==> config.mk <==
export PLATFORM = sky130hd
export DESIGN_NAME = flag_condition_sequencer
export DESIGN_NICKNAME = d
export VERILOG_FILES = /design/src/rtl/flag_condition_sequencer.sv
export SDC_FILE = /design/constraint.sdc
export NUM_CORES = 1
export LEC_CHECK = 0
export ABC_CLOCK_PERIOD_IN_PS = 2000
export CAP_MARGIN = 10
export CORE_MARGIN = 10
export CORE_UTILIZATION = 45
export DETAILED_ROUTE_END_ITERATION = 12
export PLACE_DENSITY = 0.79
export SYNTH_ARGS = -nofsm -noshare
export SYNTH_HDL_FRONTEND = slang
export SYNTH_SLANG_ARGS = --single-unit
==> constraint.sdc <==
create_clock -name Clk -period 2 [get_ports Clk]
set_clock_uncertainty 0.1 [all_clocks]
set_input_delay 0.4 -clock Clk [delete_from_list [all_inputs] [get_ports Clk]]
set_output_delay 0.4 -clock Clk [all_outputs]
set_load 0.01 [all_outputs]
==> src/rtl/flag_condition_sequencer.sv <==
// Z80 condition-code evaluator and T-state sequencer for JP/JR/CALL/RET cc, DJNZ and JR e.
// Decision, T-state count and DJNZ B-1 are captured at acceptance; later input changes are ignored.
//
// state   | meaning
// --------+--------------------------------------------------------------
// S_IDLE  | waiting for Start; TState=0, Busy=0
// S_COUNT | counting T-states 2..n-1 after acceptance
// S_LAST  | final T-state n, Done pulse, returns to S_IDLE
module flag_condition_sequencer #(
    parameter int WIDTH_T = 5
) (
    input  logic               Clk,
    input  logic               Reset,
    input  logic               Start,
    input  logic [2:0]         Kind,
    input  logic [2:0]         CC,
    input  logic [7:0]         F,
    input  logic [7:0]         B,
    output logic               Busy,
    output logic               Done,
    output logic               Taken,
    output logic [WIDTH_T-1:0] TState,
    output logic               DecB,
    output logic [7:0]         BNext,
    output logic               Illegal
);

    typedef enum logic [1:0] {
        S_IDLE  = 2'd0,
        S_COUNT = 2'd1,
        S_LAST  = 2'd2
    } state_t;

    state_t             r_state;
    state_t             w_state_next;
    logic [WIDTH_T-1:0] r_tstate;
    logic [WIDTH_T-1:0] r_n;
    logic               r_djnz;
    logic               r_taken;
    logic               r_illegal;
    logic [7:0]         r_bnext;

    logic               w_accept;
    logic               w_cond;
    logic               w_cond_jr;
    logic               w_taken;
    logic               w_illegal;
    logic [7:0]         w_bnext;
    logic [WIDTH_T-1:0] w_n;
    logic               w_unused;

    // Flag bits that no condition code looks at.
    assign w_unused = ^{F[5:3], F[1]};

    // Even CC values test the flag for 0, odd ones for 1.
    function automatic logic f_cond(input logic [2:0] cc, input logic [7:0] f);
        logic l_bit;
        case (cc[2:1])
            2'd0:    l_bit = f[6];
            2'd1:    l_bit = f[0];
            2'd2:    l_bit = f[2];
            default: l_bit = f[7];
        endcase
        return cc[0] ? l_bit : ~l_bit;
    endfunction

    assign w_accept  = Start && (r_state == S_IDLE);
    assign w_bnext   = B - 8'd1;
    assign w_cond    = f_cond(CC, F);
    assign w_cond_jr = f_cond({1'b0, CC[1:0]}, F);
    assign w_illegal = (Kind == 3'd6) || (Kind == 3'd7);

    always_comb begin
        w_taken = 1'b0;
        w_n     = WIDTH_T'(4);
        case (Kind)
            3'd0: begin
                w_taken = w_cond;
                w_n     = WIDTH_T'(10);
            end
            3'd1: begin
                w_taken = w_cond_jr;
                w_n     = w_cond_jr ? WIDTH_T'(12) : WIDTH_T'(7);
            end
            3'd2: begin
                w_taken = w_cond;
                w_n     = w_cond ? WIDTH_T'(17) : WIDTH_T'(10);
            end
            3'd3: begin
                w_taken = w_cond;
                w_n     = w_cond ? WIDTH_T'(11) : WIDTH_T'(5);
            end
            3'd4: begin
                w_taken = (w_bnext != 8'd0);
                w_n     = (w_bnext != 8'd0) ? WIDTH_T'(13) : WIDTH_T'(8);
            end
            3'd5: begin
                w_taken = 1'b1;
                w_n     = WIDTH_T'(12);
            end
            default: begin
                w_taken = 1'b0;
                w_n     = WIDTH_T'(4);
            end
        endcase
    end

    always_ff @(posedge Clk) begin
        if (Reset) begin
            r_state <= S_IDLE;
        end else begin
            r_state <= w_state_next;
        end
    end

    always_comb begin
        w_state_next = r_state;
        case (r_state)
            S_IDLE:  if (Start) w_state_next = S_COUNT;
            S_COUNT: if ((r_tstate + WIDTH_T'(1)) == r_n) w_state_next = S_LAST;
            S_LAST:  w_state_next = S_IDLE;
            default: w_state_next = S_IDLE;
        endcase
    end

    always_comb begin
        Busy    = (r_state != S_IDLE);
        Done    = (r_state == S_LAST);
        TState  = r_tstate;
        DecB    = (r_state == S_COUNT) && (r_tstate == WIDTH_T'(2)) && r_djnz;
        Taken   = r_taken;
        Illegal = r_illegal;
        BNext   = r_bnext;
    end

    // The acceptance cycle is T1, so the counter shows T2 on the first busy cycle.
    always_ff @(posedge Clk) begin
        if (Reset) begin
            r_tstate <= '0;
        end else begin
            case (r_state)
                S_IDLE:  r_tstate <= w_accept ? WIDTH_T'(2) : '0;
                S_COUNT: r_tstate <= r_tstate + WIDTH_T'(1);
                default: r_tstate <= '0;
            endcase
        end
    end

    always_ff @(posedge Clk) begin
        if (Reset) begin
            r_n       <= '0;
            r_djnz    <= 1'b0;
            r_taken   <= 1'b0;
            r_illegal <= 1'b0;
            r_bnext   <= 8'd0;
        end else if (w_accept) begin
            r_n       <= w_n;
            r_djnz    <= (Kind == 3'd4);
            r_taken   <= w_taken;
            r_illegal <= w_illegal;
            r_bnext   <= w_bnext;
        end
    end

endmodule

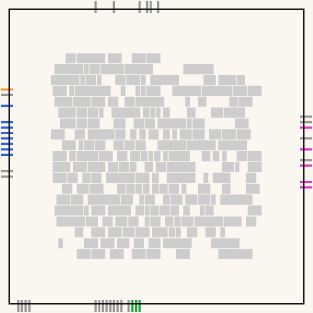
Run 1: ports around the boundary
Drawn at 4 px/um. Pins as bars across the die edge, other pins in gray.
port	color	pins	direction	edge
TState	magenta	5	output	right
B	blue	8	input	left
Clk	orange	1	input	left
Kind	green	3	input	bottom
Buffers on Ports: 38
die x size: 73.3 um

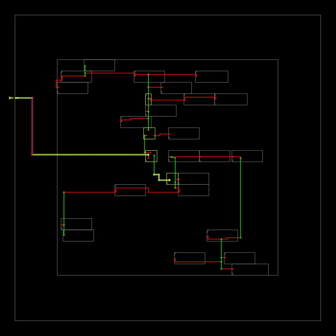
Run 1: the clock network
clock group power: 0.213 mW
registers: 23
clock buffer count: 4
Num CTS Buffers: 3
clk_lat worst skew: 0.30 ns

==> summary.txt, run 1 <==
run status: finished, final reports clean
Seq pwr share: 46.1%
TritonRoute pass-1 iters: 4
grt ovf: 0
Synth top cell by count: dfxtp_1
Crit path largest cell delay: 0.51 ns
Power Combinational: 0.399 mW
cts hold-fix bufs: 0
slowest CP cell: mux4_2
RSZ-0062 raised after global routing: no
Net Count, Synth: 174
P_seq: 0.523 mW
Area Overhead vs Synth: 54.3%
chip area: 5370 um^2
Max-area cell share: 36.1%
post-synthesis cell count: 145
Seq area share: 23.7%
Max Cap Viol: 0
Inverters, non-clock: 6
routed wl met3: 247 um
Synth Area in Adders: 3.92%
Hold EP: BNext[0]
# Taps: 31
crit path DRT: 2.13 ns
antenna-violating nets left: 0
FP Util: 46.7%
first-pass GRT wire length: 6.07 mm
post-DR wirelength/cell: 16.1 um
Logic pwr share: 35.1%
Buffers, non-clock: 65
Cell Area, Placed: 1860 um^2
Post-CTS Setup Inserts: 0
worst r2r src: TState[0]
met1 usage: 14.3%
TritonCTS clock tree: done
hold slack: 0.309 ns
post-layout util: 72.0%
clk slew on worst S/H paths: 0.13 ns
Simple Share, Synth: 22.6%
Leading cell kind: combinational gates
Cell Int Power: 0.795 mW
Non-Filler Instances: 237
Worst-Margin Slew: 0.392 ns
Reg2Reg Capture Point: r_state[0]
mi-comb count: 108
sw frac: 29.9%
setup TNS: 0 ns
synth warn: 0
Clock buf/inv share: 1.33%
final worst setup slack: 0.0559 ns
XOR Share, Synth: 11.4%
yosys cell count: 145
logic area: 826 um^2
Clock Tree Root: clkbuf_4
min-delay src: B[0]
Worst Hold Depth: 2
cell area after layout: 1970 um^2
Top Metal Used: met4
Top Layout Cells: clkdlybuf4s50_1, buf_4, dfxtp_1
Slew HR: 73.8%
CTS sink cnt: 23
Mean Syn Cell Area: 8.80 um^2
# rows: 19
GRT Total Usage: 13.7%
Commonest Layout Cell: clkdlybuf4s50_1
Logic family by area: simple AND/OR/NAND/NOR gates
aoi share: 18.3%
OpenROAD warning count: 32
Static Leak: 0.814 nW
post-DP HPWL: 2.96 mm
Synth mux share: 3.43%
Worst EP arrival: 2.07 ns
met2 global-route usage: 26.1%
Post-route DRC: 0
ANT cells: 0
Longest Clk Path Bufs: 2
core area: 2730 um^2
Yosys Chip Area: 1280 um^2
most frequent cells after synthesis: dfxtp_1, nor2_1, nand2_1, xnor2_1, clkbuf_1
post-CTS sizing: 7
crit-path cells: clkdlybuf4s50_1 > mux4_2 > xnor2_2 > buf_4 > a41o_1 > a221oi_1
CP top delay family: buffers and inverters
max reg flops: 8
combinational share of cell area: 41.9%
flip-flops with a built-in enable: 0
initial antenna violation count: 0
power density cells: 576 nW/um^2
Flops after synth: 23
Max Fclk: 514 MHz
vias in the first global route: 1377
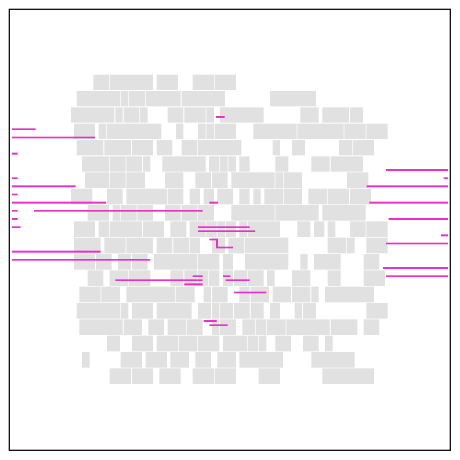
Run 1: the metal 3 layer
Drawn at 6 px/um. Cells faint in the background.
nets with wire on the layer	33
longest straight run	27.8 um
share of all routed wire	6.5%
Via Count: 1336
global routing usage on met3: 3.90%
total wire length: 3.82 mm

Run 1, cells colored by class:
Drawn at 8 px/um.
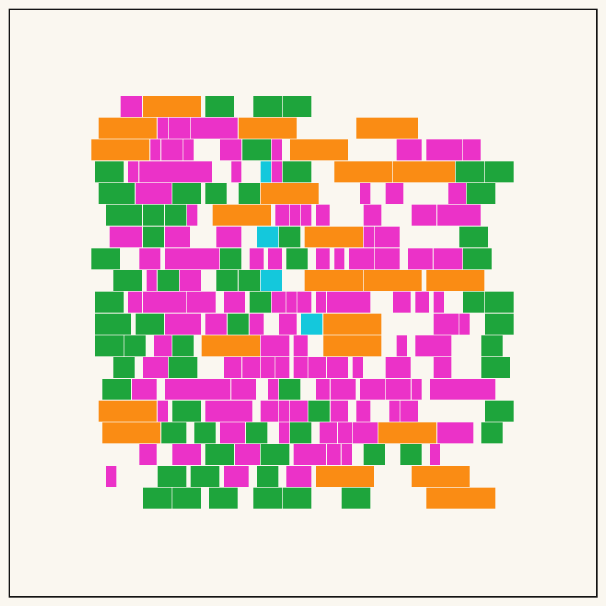

## Run 2: what changed since run 1
--- a/config.mk
+++ b/config.mk
@@ -7,10 +7,10 @@
 export LEC_CHECK = 0
 export ABC_CLOCK_PERIOD_IN_PS = 2000
 export CAP_MARGIN = 10
-export CORE_MARGIN = 10
 export CORE_UTILIZATION = 45
 export DETAILED_ROUTE_END_ITERATION = 12
 export PLACE_DENSITY = 0.79
 export SYNTH_ARGS = -nofsm -noshare
 export SYNTH_HDL_FRONTEND = slang
 export SYNTH_SLANG_ARGS = --single-unit
+export TNS_END_PERCENT = 5
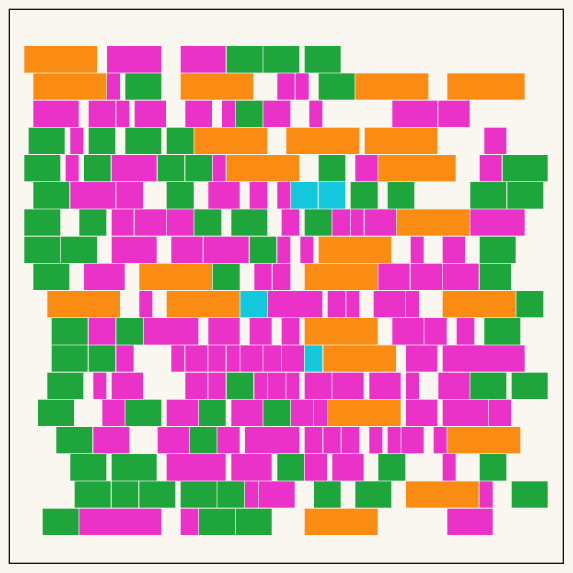
Run 2: cells colored by class
Drawn at 10 px/um.
class	color	cells	share of their area
flops	orange	23	24%
other buffers and delay cells	green	66	31%
all other logic	magenta	114	44%
clock drivers and dummy loads	cyan	4	1.4%

==> run 2 against run 1 <==
  * The run now ends with negative setup slack left
  * Global-route usage increased by 7.9 points
  * Flip-flop count unchanged
  * First-iteration DRC count decreased by 59%
  * Highest routed layer unchanged
  * Via count decreased by 2.9%
  * Largest cell class unchanged
  * Count of clock-buffer cells in the layout decreased by 1
  * Hold slack improved by 0.062 ns
  * Synthesized cell count unchanged
==> summary.txt, run 2 <==
run status: finished, violations left
failing checks: negative setup slack
setup TNS: -0.0613 ns
FP Util: 49.7%
Logic family by area: simple AND/OR/NAND/NOR gates
TritonCTS clock tree: done
OpenROAD warning count: 34
global routing usage on met3: 2.11%
Max-area cell share: 36.1%
antenna-violating nets left: 0
Hold EP: r_djnz
final worst setup slack: -0.0613 ns
hold slack: 0.371 ns
Worst-Margin Slew: 0.392 ns
ANT cells: 0
crit path DRT: 2.09 ns
vias in the first global route: 1261
min-delay src: r_djnz
Mean Syn Cell Area: 8.80 um^2
Area Overhead vs Synth: 54.0%
Yosys Chip Area: 1280 um^2
Synth Area in Adders: 3.92%
Reg2Reg Capture Point: r_state[1]
routed wl met3: 100 um
CP top delay family: buffers and inverters
chip area: 3050 um^2
RSZ-0062 raised after global routing: yes
Worst EP arrival: 2.15 ns
Non-Filler Instances: 237
Top Metal Used: met4
Logic pwr share: 34.4%
die x size: 55.3 um
TritonRoute pass-1 iters: 4
crit-path cells: clkdlybuf4s50_1 > mux4_2 > xor2_1 > buf_4 > o21ai_0 > a311oi_2
grt ovf: 0
post-DP HPWL: 2.56 mm
met2 global-route usage: 39.9%
Slew HR: 73.6%
logic area: 821 um^2
met1 usage: 26.1%
initial antenna violation count: 0
CTS sink cnt: 23
core area: 2570 um^2
clock buffer count: 3
Num CTS Buffers: 3
P_seq: 0.523 mW
Cell Int Power: 0.790 mW
Buffers on Ports: 38
# Taps: 30
cts hold-fix bufs: 0
aoi share: 18.3%
yosys cell count: 145
Seq pwr share: 46.3%
Finish-stage setup viols: 1
clk slew on worst S/H paths: 0.13 ns
Longest Clk Path Bufs: 2
Buffers, non-clock: 66
clock group power: 0.218 mW
combinational share of cell area: 41.8%
Max Fclk: 485 MHz
Net Count, Synth: 174
worst r2r src: TState[0]
post-synthesis cell count: 145
Cell Area, Placed: 1880 um^2
power density cells: 575 nW/um^2
slowest CP cell: mux4_2
Power Combinational: 0.389 mW
most frequent cells after synthesis: dfxtp_1, nor2_1, nand2_1, xnor2_1, clkbuf_1
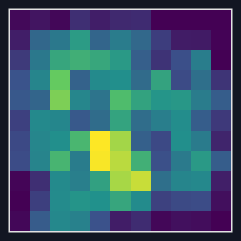
Run 2: signal metal coverage by tile
Drawn at 4 px/um. The die is cut into 11 by 11 equal tiles; dark purple is low, yellow is high, scaled to the fullest tile. Values are wire area over tile area, all layers added.
nearly empty tiles	9.9%
emptiest ninth of the die	top right
tiles over half the peak	22%
mean over tiles	0.17
GRT Total Usage: 21.7%
post-DR wirelength/cell: 13.8 um
total wire length: 3.27 mm

Power and IR drop assume default switching activity.
